**src/rtl/demux1to4_reg_pkg.sv**
```systemverilog
// Shared lane constants and select decode for the registered 1-to-4 demultiplexer.
package demux1to4_reg_pkg;

  localparam int unsigned LANES = 4;
  localparam int unsigned SEL_W = 2;

  localparam logic [SEL_W-1:0] LANE_WB  = 2'd0;
  localparam logic [SEL_W-1:0] LANE_LSU = 2'd1;
  localparam logic [SEL_W-1:0] LANE_BR  = 2'd2;
  localparam logic [SEL_W-1:0] LANE_CSR = 2'd3;

  function automatic logic [LANES-1:0] sel_onehot(input logic [SEL_W-1:0] sel);
    logic [LANES-1:0] oh;
    oh      = '0;
    oh[sel] = 1'b1;
    return oh;
  endfunction

endpackage

```
**src/rtl/demux1to4_reg_if.sv**
```systemverilog
// Producer-side and consumer-side handshake bundle of the 1-to-4 demultiplexer.
interface demux1to4_reg_if #(
  parameter int unsigned WIDTH = 32
);
  import demux1to4_reg_pkg::*;

  logic                   in_valid;
  logic                   in_ready;
  logic [WIDTH-1:0]       in_data;
  logic [SEL_W-1:0]       in_sel;
  logic [LANES-1:0]       out_valid;
  logic [LANES-1:0]       out_ready;
  logic [LANES*WIDTH-1:0] out_data;
  logic [LANES-1:0]       lane_busy;

  modport master (
    output in_valid, in_data, in_sel, out_ready,
    input  in_ready, out_valid, out_data, lane_busy
  );

  modport slave (
    input  in_valid, in_data, in_sel, out_ready,
    output in_ready, out_valid, out_data, lane_busy
  );

endinterface

```
**src/rtl/demux1to4_reg_slot.sv**
```systemverilog
// One-entry output slot: a load wins over a drain so back-to-back words leave no bubble.
module demux1to4_reg_slot #(
  parameter int unsigned WIDTH = 32
) (
  input  logic             clk,
  input  logic             rst,
  input  logic             load,
  input  logic             drain,
  input  logic [WIDTH-1:0] din,
  output logic             valid,
  output logic [WIDTH-1:0] dout
);

  logic             valid_d, valid_q;
  logic [WIDTH-1:0] data_d, data_q;

  always_comb begin
    valid_d = valid_q;
    data_d  = data_q;
    if (load) begin
      valid_d = 1'b1;
      data_d  = din;
    end else if (drain) begin
      valid_d = 1'b0;
    end
  end

  // Data reset is only for X-free simulation; function relies on the valid flag.
  always_ff @(posedge clk) begin
    if (rst) begin
      valid_q <= 1'b0;
      data_q  <= '0;
    end else begin
      valid_q <= valid_d;
      data_q  <= data_d;
    end
  end

  assign valid = valid_q;
  assign dout  = data_q;

endmodule

```
**src/rtl/demux1to4_reg.sv**
```systemverilog
// Registered 1-to-4 demultiplexer: routes each accepted word to one of four independent
// single-entry lane slots; readiness depends only on the selected lane.
module demux1to4_reg
  import demux1to4_reg_pkg::*;
#(
  parameter int unsigned WIDTH = 32
) (
  input logic            clk,
  input logic            rst,
  demux1to4_reg_if.slave bus
);

  logic [LANES-1:0] sel_oh;
  logic [LANES-1:0] load;
  logic [LANES-1:0] drain;
  logic [LANES-1:0] valid;
  logic             accept;

  always_comb begin
    sel_oh       = sel_onehot(bus.in_sel);
    // A full lane still accepts when its consumer is draining this cycle.
    bus.in_ready = ~valid[bus.in_sel] | bus.out_ready[bus.in_sel];
    accept       = bus.in_valid & bus.in_ready;
    load         = {LANES{accept}} & sel_oh;
    drain        = valid & bus.out_ready;
  end

  for (genvar k = 0; k < LANES; k++) begin : g_lane
    demux1to4_reg_slot #(
      .WIDTH (WIDTH)
    ) u_slot (
      .clk   (clk),
      .rst   (rst),
      .load  (load[k]),
      .drain (drain[k]),
      .din   (bus.in_data),
      .valid (valid[k]),
      .dout  (bus.out_data[k*WIDTH +: WIDTH])
    );
  end

  assign bus.out_valid = valid;
  assign bus.lane_busy = valid & ~bus.out_ready;

endmodule

```
**src/flat_wrapper.sv**
```systemverilog
// flat-port wrapper written by rule: the top's interface ports become plain ports
module demux1to4_reg_flat import demux1to4_reg_pkg::*;
#(
  parameter int unsigned WIDTH = 32
)
  (clk, rst, bus_in_valid, bus_in_data, bus_in_sel, bus_out_ready, bus_in_ready, bus_out_valid, bus_out_data, bus_lane_busy);
  demux1to4_reg_if #(.WIDTH(WIDTH)) bus_i ();
  input logic clk;
  input logic rst;
  input wire logic [$bits(bus_i.in_valid)-1:0] bus_in_valid;
  input wire logic [$bits(bus_i.in_data)-1:0] bus_in_data;
  input wire logic [$bits(bus_i.in_sel)-1:0] bus_in_sel;
  input wire logic [$bits(bus_i.out_ready)-1:0] bus_out_ready;
  output wire logic [$bits(bus_i.in_ready)-1:0] bus_in_ready;
  output wire logic [$bits(bus_i.out_valid)-1:0] bus_out_valid;
  output wire logic [$bits(bus_i.out_data)-1:0] bus_out_data;
  output wire logic [$bits(bus_i.lane_busy)-1:0] bus_lane_busy;
  assign bus_i.in_valid = bus_in_valid;
  assign bus_i.in_data = bus_in_data;
  assign bus_i.in_sel = bus_in_sel;
  assign bus_i.out_ready = bus_out_ready;
  assign bus_in_ready = bus_i.in_ready;
  assign bus_out_valid = bus_i.out_valid;
  assign bus_out_data = bus_i.out_data;
  assign bus_lane_busy = bus_i.lane_busy;
  demux1to4_reg #(.WIDTH(WIDTH)) u_core (.clk(clk), .rst(rst), .bus(bus_i));
endmodule
```
**config.mk**
```make
export PLATFORM = sky130hd
export DESIGN_NAME = demux1to4_reg_flat
export DESIGN_NICKNAME = d
export VERILOG_FILES = /design/src/rtl/demux1to4_reg_pkg.sv /design/src/rtl/demux1to4_reg_if.sv /design/src/rtl/demux1to4_reg_slot.sv /design/src/rtl/demux1to4_reg.sv /design/src/flat_wrapper.sv
export SDC_FILE = /design/constraint.sdc
export NUM_CORES = 1
export LEC_CHECK = 0
export CAP_MARGIN = 10
export CORE_MARGIN = 4
export CORE_UTILIZATION = 44
export CTS_BUF_LIST = sky130_fd_sc_hd__clkbuf_16
export CTS_CLUSTER_SIZE = 30
export DETAILED_ROUTE_END_ITERATION = 10
export GPL_ROUTABILITY_DRIVEN = 0
export PLACE_DENSITY = 0.85
export SYNTH_ARGS = -nofsm -noshare
export SYNTH_HDL_FRONTEND = slang
export SYNTH_SLANG_ARGS = --single-unit
```
**constraint.sdc**
```tcl
create_clock -name clk -period 1.6 [get_ports clk]
set_clock_uncertainty 0.1 [all_clocks]
set_input_delay 0.16 -clock clk [delete_from_list [all_inputs] [get_ports clk]]
set_output_delay 0.16 -clock clk [all_outputs]
set_load 0.01 [all_outputs]
```
==> out/metrics.csv <==
metric,value,unit
violations,negative setup slack,
synthCells,477,
share_comb_of_total_power,10.1,%
drcViolationCount,0,
final_area,0.00798,sq mm
ys_seq_share,50.0,%
tapCellCount,143,
wl_met3,769,microns
synthMuxAreaShare,24.7,%
diodes,0,
portBuffers,177,
nonClkBufAreaFrac,26.3,%
path_max_fanout,2,
critPathCapture,bus_in_ready,
slew_viol_final,0,
holdWs,0.197,ns
ys_sh_adder,0,%
yosysWarnings,0,
hold_viol_final,0,
viasPerCell,4.88,
comb_cells,304,
first_pass_iters,4,
numCtsBuffers,17,
ys_area,0.00529,sq mm
worst_slew_margin_rel,79.5,%
internal-power,0.00649,W
synth.logic.top_family,multiplexers,
setup_violations,1,
worst_hold_path.endpoint,u_core.g_lane[3].u_slot.valid$_SDFFE_PP0P_,
status,"complete, but fails checks",
pg_comb,0.000838,W
ant_nets,0,
hpwl,9920,microns
tightest_slew,0.307,ns
p_seq_share,41.9,%
p_per_area,1040,mW/mm^2
ctsHoldBuffers,0,
post_cts_buffers,1,
final_nets,705,
grt_pass1_wl,22100,microns
inverters,4,
post-route-worst-setup-slack,-0.100,ns
core_area,0.0116,sq mm
hold_class,input port to register,
endpoint_kind,output pin,
fin_crit_sh,106,%
layout-drive-gt1-share,10.2,%
hold_path.startpoint,rst,
hold_depth,3,
mostFrequentLayoutCells,"nand2b_1 (161), clkdlybuf4s50_1 (142), mux2i_1 (128), dfxtp_1 (128), dlymetal6s2s_1 (26)",
ff_count,132,
grt_antenna_before_repair,0,
fp_util,45.5,%
fmaxAchievable,588,MHz
==> worst max-delay path, cell delays in order (launching register included) <==
cell and delay [ns]:
dfxtp_2 0.36, nand2b_4 0.06, mux4_2 0.48, buf_6 0.14
==> synth_stat cells <==
cell / count / area share (%)
and4_1: 1 / 0.17
a21oi_1: 4 / 0.38
and3_1: 1 / 0.12
mux2i_1: 128 / 24
nand3_1: 1 / 0.095
buf_2: 5 / 0.47
nand2b_1: 164 / 19
inv_1: 4 / 0.28
nor2b_2: 1 / 0.17
buf_4: 9 / 1.3
nand3b_1: 1 / 0.14
mux4_2: 1 / 0.43
dfxtp_1: 132 / 50
buf_6: 6 / 1.3
nand4b_1: 1 / 0.17
clkbuf_1: 17 / 1.2
nand4_2: 1 / 0.24
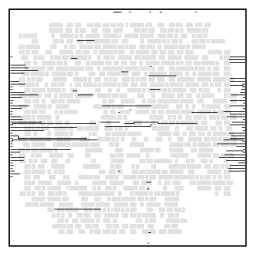
met3.png
Scale: 2 px per micron.
- nets with wire on the layer: 91
- share of all routed wire: 5.6%
- main direction: horizontal
vias: 3,997
met3 Usage GRT: 5.91%

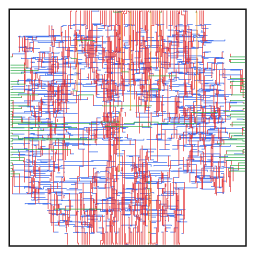
metal_stack.png
Scale: 2 px per micron.
- red: met2 (wire length 7,020 microns)
- green: met3 (wire length 769 microns)
- orange: met4 (wire length 322 microns)
- blue: met1 (wire length 5,580 microns)
DR WL/cell: 16.7 microns
Total GRT Usage: 19.6%
final wirelength: 13,700 microns

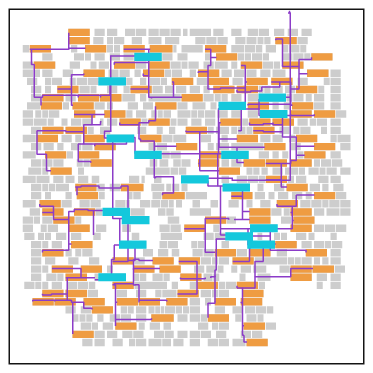
clock_map.png
Scale: 3 px per micron.
- orange: flip-flops (count 132)
- purple: clock wires (length 1,500 microns)
- cyan: cells driving clock nets (count 17)
- routed clock nets: 18
- flops lie: all over the die
clock share of power: 48.0%
clk pwr: 0.00399 W
Clock Latency Late Sink: 0.40 ns

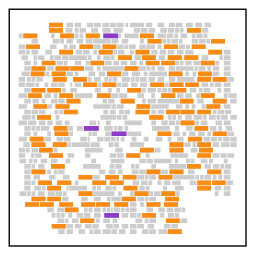
registers.png
Scale: 2 px per micron. Other cells in grey.
- purple: u_core.g_lane.u_slot.valid (placed flops 4)
- orange: u_core.g_lane.u_slot.dout (placed flops 128; where all over the die)
Util after Layout: 68.7%
Reg area: 0.00265 sq mm
flop share of the area: 33.2%
Flop+latch power: 0.00348 W

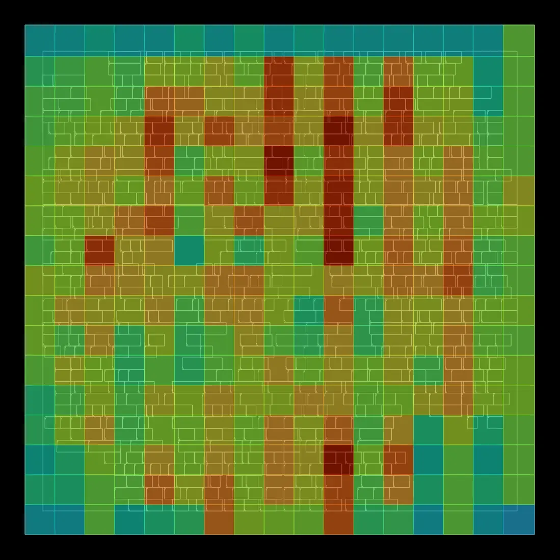
final_congestion.png
busiest layer in global routing: met2
met1 Use GR: 21.9%

Power figures rest on the tool's default switching activity, not on a simulated workload.
